File: src/rtl/fpm_pkg.sv
// Shared types and constants for the binary16 multiplier post-processing path.
// FPM_ROUND_NEAREST_EN adds the guard/sticky bits to the stage-1 record.
package fpm_pkg;

    localparam int EXP_BIAS = 15;
    localparam int EXP_W    = 5;
    localparam int FRAC_W   = 10;
    localparam int E_W      = EXP_W + 2;

    // Wide enough for exp_a + exp_b - bias + shift + rounding carry without wrap
    typedef logic signed [E_W-1:0] exp_t;

    typedef struct packed {
        logic              valid;
        logic              sign;
        logic              zero;
        logic [FRAC_W-1:0] frac;
`ifdef FPM_ROUND_NEAREST_EN
        logic              g;
        logic              s;
`endif
        exp_t              e;
    } stage1_t;

endpackage

File: src/rtl/fpm_round_nearest.sv
// Round-to-nearest-even increment of the normalised fraction.
// Without FPM_ROUND_NEAREST_EN this is a pass-through (truncation).
module fpm_round_nearest
    import fpm_pkg::*;
(
    input  logic [FRAC_W-1:0] frac,
`ifdef FPM_ROUND_NEAREST_EN
    input  logic              g,
    input  logic              s,
`endif
    output logic [FRAC_W-1:0] frac_r,
    output logic              carry
);

`ifdef FPM_ROUND_NEAREST_EN
    logic inc;

    assign inc = g & (s | frac[0]);
    // A carry out leaves frac_r at zero, which is the correct 1.0 x 2^(e+1) mantissa
    assign {carry, frac_r} = {1'b0, frac} + {{FRAC_W{1'b0}}, inc};
`else
    assign frac_r = frac;
    assign carry  = 1'b0;
`endif

endmodule

File: src/rtl/fpm_round_pack.sv
// Two-stage normalise / round-and-pack pipeline for the binary16 multiplier.
// Rounding mode selected by FPM_ROUND_NEAREST_EN (undefined: truncation).
module fpm_round_pack
    import fpm_pkg::*;
#(
    parameter int EXP_BIAS = fpm_pkg::EXP_BIAS,
    parameter int EXP_W    = fpm_pkg::EXP_W,
    parameter int FRAC_W   = fpm_pkg::FRAC_W
) (
    input  logic                      clk,
    input  logic                      rst_n,
    input  logic                      in_valid,
    output logic                      in_ready,
    input  logic [2*(FRAC_W+1)-1:0]   prod,
    input  logic                      sign_a,
    input  logic                      sign_b,
    input  logic [EXP_W-1:0]          exp_a,
    input  logic [EXP_W-1:0]          exp_b,
    output logic                      out_valid,
    input  logic                      out_ready,
    output logic [EXP_W+FRAC_W:0]     result,
    output logic                      ovf,
    output logic                      unf
);

    localparam int   PROD_W = 2 * (FRAC_W + 1);
    localparam exp_t E_MAX  = exp_t'((1 << EXP_W) - 1);

    stage1_t               s1_d, s1_q;
    logic                  adv;
    logic [FRAC_W-1:0]     frac_r;
    logic                  carry;
    exp_t                  e2;
    logic [EXP_W+FRAC_W:0] res_d;
    logic                  ovf_d, unf_d;

    assign adv      = !out_valid | out_ready;
    assign in_ready = adv;

    always_comb begin
        s1_d       = '0;
        s1_d.valid = in_valid;
        s1_d.sign  = sign_a ^ sign_b;
        s1_d.zero  = (exp_a == '0) | (exp_b == '0);
        if (prod[PROD_W-1]) begin
            s1_d.frac = prod[PROD_W-2 -: FRAC_W];
`ifdef FPM_ROUND_NEAREST_EN
            s1_d.g    = prod[FRAC_W];
            s1_d.s    = |prod[FRAC_W-1:0];
`endif
        end else begin
            s1_d.frac = prod[PROD_W-3 -: FRAC_W];
`ifdef FPM_ROUND_NEAREST_EN
            s1_d.g    = prod[FRAC_W-1];
            s1_d.s    = |prod[FRAC_W-2:0];
`endif
        end
        s1_d.e = exp_t'({2'b00, exp_a}) + exp_t'({2'b00, exp_b}) - exp_t'(EXP_BIAS)
               + exp_t'({{(E_W-1){1'b0}}, prod[PROD_W-1]});
    end

`ifndef FPM_ROUND_NEAREST_EN
    logic unused_prod;
    assign unused_prod = ^prod[FRAC_W:0];
`endif

    always_ff @(posedge clk or negedge rst_n) begin
        if (!rst_n) begin
            s1_q <= '0;
        end else if (adv) begin
            s1_q <= s1_d;
        end
    end

    fpm_round_nearest u_round (
        .frac   (s1_q.frac),
`ifdef FPM_ROUND_NEAREST_EN
        .g      (s1_q.g),
        .s      (s1_q.s),
`endif
        .frac_r (frac_r),
        .carry  (carry)
    );

    always_comb begin
        e2    = s1_q.e + exp_t'({{(E_W-1){1'b0}}, carry});
        res_d = {s1_q.sign, e2[EXP_W-1:0], frac_r};
        ovf_d = 1'b0;
        unf_d = 1'b0;
        if (s1_q.zero) begin
            res_d = {s1_q.sign, {(EXP_W+FRAC_W){1'b0}}};
        end else if (e2 >= E_MAX) begin
            res_d = {s1_q.sign, {EXP_W{1'b1}}, {FRAC_W{1'b0}}};
            ovf_d = 1'b1;
        end else if (e2 <= exp_t'(0)) begin
            res_d = {s1_q.sign, {(EXP_W+FRAC_W){1'b0}}};
            unf_d = 1'b1;
        end
    end

    always_ff @(posedge clk or negedge rst_n) begin
        if (!rst_n) begin
            out_valid <= 1'b0;
            result    <= '0;
            ovf       <= 1'b0;
            unf       <= 1'b0;
        end else if (adv) begin
            out_valid <= s1_q.valid;
            result    <= res_d;
            ovf       <= ovf_d;
            unf       <= unf_d;
        end
    end

endmodule

File: config.mk
export PLATFORM = sky130hd
export DESIGN_NAME = fpm_round_pack
export DESIGN_NICKNAME = d
export VERILOG_FILES = /design/src/rtl/fpm_pkg.sv /design/src/rtl/fpm_round_nearest.sv /design/src/rtl/fpm_round_pack.sv
export SDC_FILE = /design/constraint.sdc
export NUM_CORES = 1
export LEC_CHECK = 0
export CAP_MARGIN = 20
export CORE_MARGIN = 4
export CORE_UTILIZATION = 45
export DETAILED_ROUTE_END_ITERATION = 10
export PLACE_DENSITY = 0.77
export SYNTH_ARGS = -nofsm -noshare
export SYNTH_HDL_FRONTEND = slang
export SYNTH_SLANG_ARGS = --single-unit
File: constraint.sdc
create_clock -name clk -period 2.4 [get_ports clk]
set_input_delay 0.36 -clock clk [delete_from_list [all_inputs] [get_ports clk]]
set_output_delay 0.36 -clock clk [all_outputs]
set_load 0.01 [all_outputs]
==> flow_metrics.env <==
# implementation run metrics
export IMPL_power_per_cell_area_nw_per_um2=754.9
export IMPL_dpl_cell_count=280
export IMPL_dpl_cell_area_um2=2465
export IMPL_slew_violations=0
export IMPL_power_internal_mw=1.376
export IMPL_clkCellAreaFrac_pct=3.902
export IMPL_ff2ff_path_depth=5
export IMPL_outcome="complete, no violations"
export IMPL_cts_resized=0
export IMPL_reg_top3="s1_q: 20 flops, result: 16 flops"
export IMPL_num_io_pins=58
export IMPL_critPathMaxStageDelay_ns=0.52
export IMPL_dr_pass1_iters=4
export IMPL_comb_area_um2=858.3
export IMPL_net_switching_power_uw=560.4
export IMPL_setup_tns_ns=0
export IMPL_fp_row_count=23
export IMPL_yosysChipArea_um2=1923
export IMPL_clock_fmax_ghz=0.4597
export IMPL_crit_buf_inv=4
export IMPL_first_iter_violations=65
export IMPL_synth_flops=39
export IMPL_avgRoutedWirePerCell_um=13.16
export IMPL_seqPwrFrac_pct=45.8
export IMPL_biggestCellCategory="sequential cells"
export IMPL_period_needed_ns=2.176
export IMPL_postRouteAntennaNets=0
export IMPL_path_clk_slew_ns=0.07
export IMPL_port_buffers=47
export IMPL_cts_buffers=5
export IMPL_regArea_um2=975.9
export IMPL_final_area_um2=2565
export IMPL_yosysTopAreaCellShare_pct=50.75
export IMPL_warning_count=36
export IMPL_crit_arrival_ns=2.34
export IMPL_cts_hold_buffers=0
export IMPL_grtUsageMet1_pct=20.54
export IMPL_power_clock_fraction_pct=24.3
export IMPL_synthArstFlopShare_pct=100.0
export IMPL_vias_per_cell=5.198
export IMPL_cp_top_family="adder cells"
export IMPL_grtUsageMet3_pct=3.146
export IMPL_combPwrFrac_pct=29.9
export IMPL_slew_headroom_pct=44.87
export IMPL_floorplan_core_util_pct=47.39
export IMPL_top_register="s1_q"
export IMPL_netlist_instances=186
export IMPL_gp_congestion=0.8075
export IMPL_synth_seq_share_pct=50.75
export IMPL_critical_path_class="input pin to flop"
export IMPL_comb_share_pct=33.46
export IMPL_worst_slew_pin_slew_ns=0.8269
export IMPL_comb_cells=126
export IMPL_ys_cells=186
export IMPL_fin_hold_ws_ns=0.1644
export IMPL_postCtsSetupBuffers=0
export IMPL_cts_sinks=39
export IMPL_min_period_over_period_pct=90.65
export IMPL_ys_warn_count=0
export IMPL_die_h_um=73.37
export IMPL_syn_nets=235
export IMPL_path_max_fanout=2
export IMPL_grt_busiest_layer="met2"
export IMPL_dieArea_um2=5383
export IMPL_crit_path_start_kind="input pin"
export IMPL_irDropWorstVdd_mv=0.2838
export IMPL_route_vias_total=1497
export IMPL_avgSynthCellArea_um2=10.34
export IMPL_dp_slack_ns=-0.08162
export IMPL_core_area_um2=4058
export IMPL_root_buffer="clkbuf_8"
export IMPL_synth_top_cell_by_count="dfrtp_1"
export IMPL_buffer_area_share_pct=20.39
cells by family (layout without fill, tap and decap cells):
group                    Yosys count  count (layout)  synth area share, %
AND/OR/NAND/NOR                   55              55                14.44
AND-OR/OR-AND                     47              47                15.94
flip-flops                        39              39                50.75
buffers and inverters             21              73                4.619
adder cells (fa/ha/maj)           11              11                7.547
multiplexers                      11              11                5.791
XOR/XNOR                           2               2               0.9110
final timing paths:
check | start | to | slack (ns)
hold reg to reg | s1_q[19]$_DFFE_PN0P_ | out_valid$_DFFE_PN0P_ | 0.46
min in group clk | s1_q[19]$_DFFE_PN0P_ | out_valid$_DFFE_PN0P_ | 0.46
setup / recovery | prod[21] | s1_q[4]$_DFFE_PN0P_ | 0.22
hold / removal | rst_n | s1_q[11]$_DFFE_PN0P_ | 0.16
max in group asynchronous | rst_n | s1_q[19]$_DFFE_PN0P_ | 1.71
setup reg to reg | s1_q[5]$_DFFE_PN0P_ | result[6]$_DFFE_PN0P_ | 0.73
power groups by stage:
stage	combinational, mW	sequential [mW]	clock, mW
finish	0.579	0.887	0.471
global route	0.636	0.910	0.515
floorplan	0.266	0.915	0
global placement	0.571	0.896	0
CTS	0.589	0.889	0.481
detailed placement	0.584	0.901	0
cell usage in the layout, fill, tap and decap left out, types with 2 or more instances in the layout:
master,count
clkdlybuf4s50_1,46
dfrtp_1,39
nand2_1,29
o21ai_0,22
inv_1,12
nor2_1,12
a22o_1,11
mux2i_1,10
ha_1,10
clkbuf_8,7
buf_4,5
nand2b_1,4
o22ai_1,2
nor3_4,2
nor4_1,2
o21a_1,2
o31ai_1,2
a211oi_1,2
a21oi_1,2
metal layers:
metal	up-vias	wire (um)	share of wire, %
met3	6	168	4.4
met1	703	1719	45
met2	39	1847	49
li1	749	-	-
met4	0	55	1.5
met5	-	0	0
metal_stack.png
Drawn at 6 px/um. Only two layers are drawn.
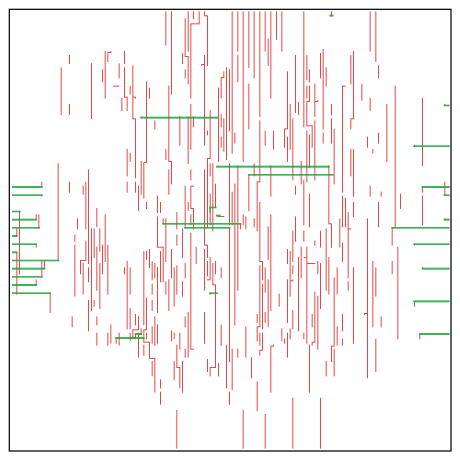
- red: met2 (wire length 1,850 um)
- green: met3 (wire length 169 um)

final_placement.png
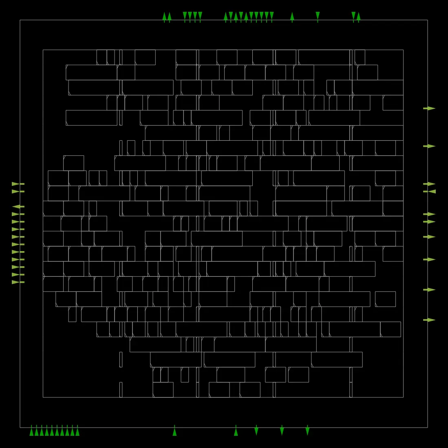
final instance count without filler cells: 288
n_taps: 50

pins.png
Drawn at 6 px/um. Pins as bars across the die edge, other pins in gray.
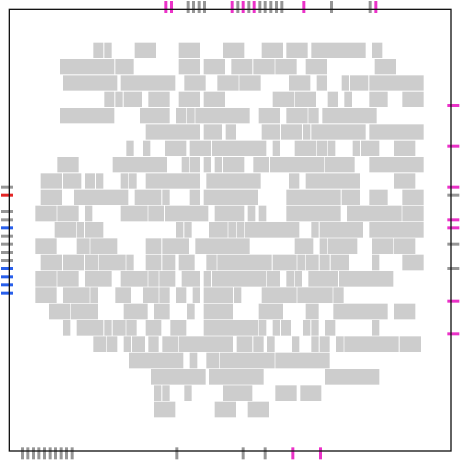
- red: sign_b (pins 1; direction input; edge left)
- magenta: result (pins 16; direction output; edge 7 right, 7 top, 2 bottom)
- blue: exp_a (pins 5; direction input; edge left)
- all pins by edge: 20 top, 15 bottom, 13 left, 10 right

drive_strength.png
Drawn at 6 px/um.
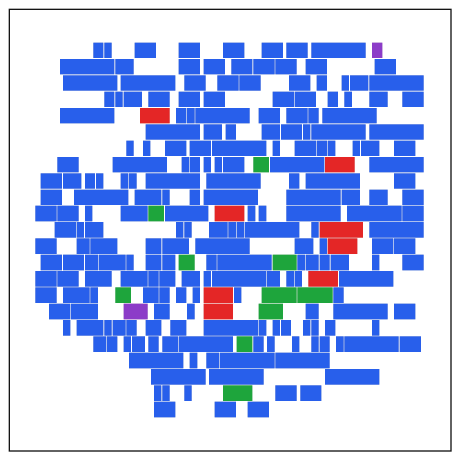
- green: drive 3 to 4 (cells 10; share 4.2%; most used buf_4)
- red: drive 6 and up (cells 8; share 3.4%; most used clkbuf_8)
- blue: drive 1 or less (cells 218; share 92%; most used clkdlybuf4s50_1)
- purple: drive 2 (cells 2; share 0.84%)

Power is estimated from default activity; no workload was simulated.
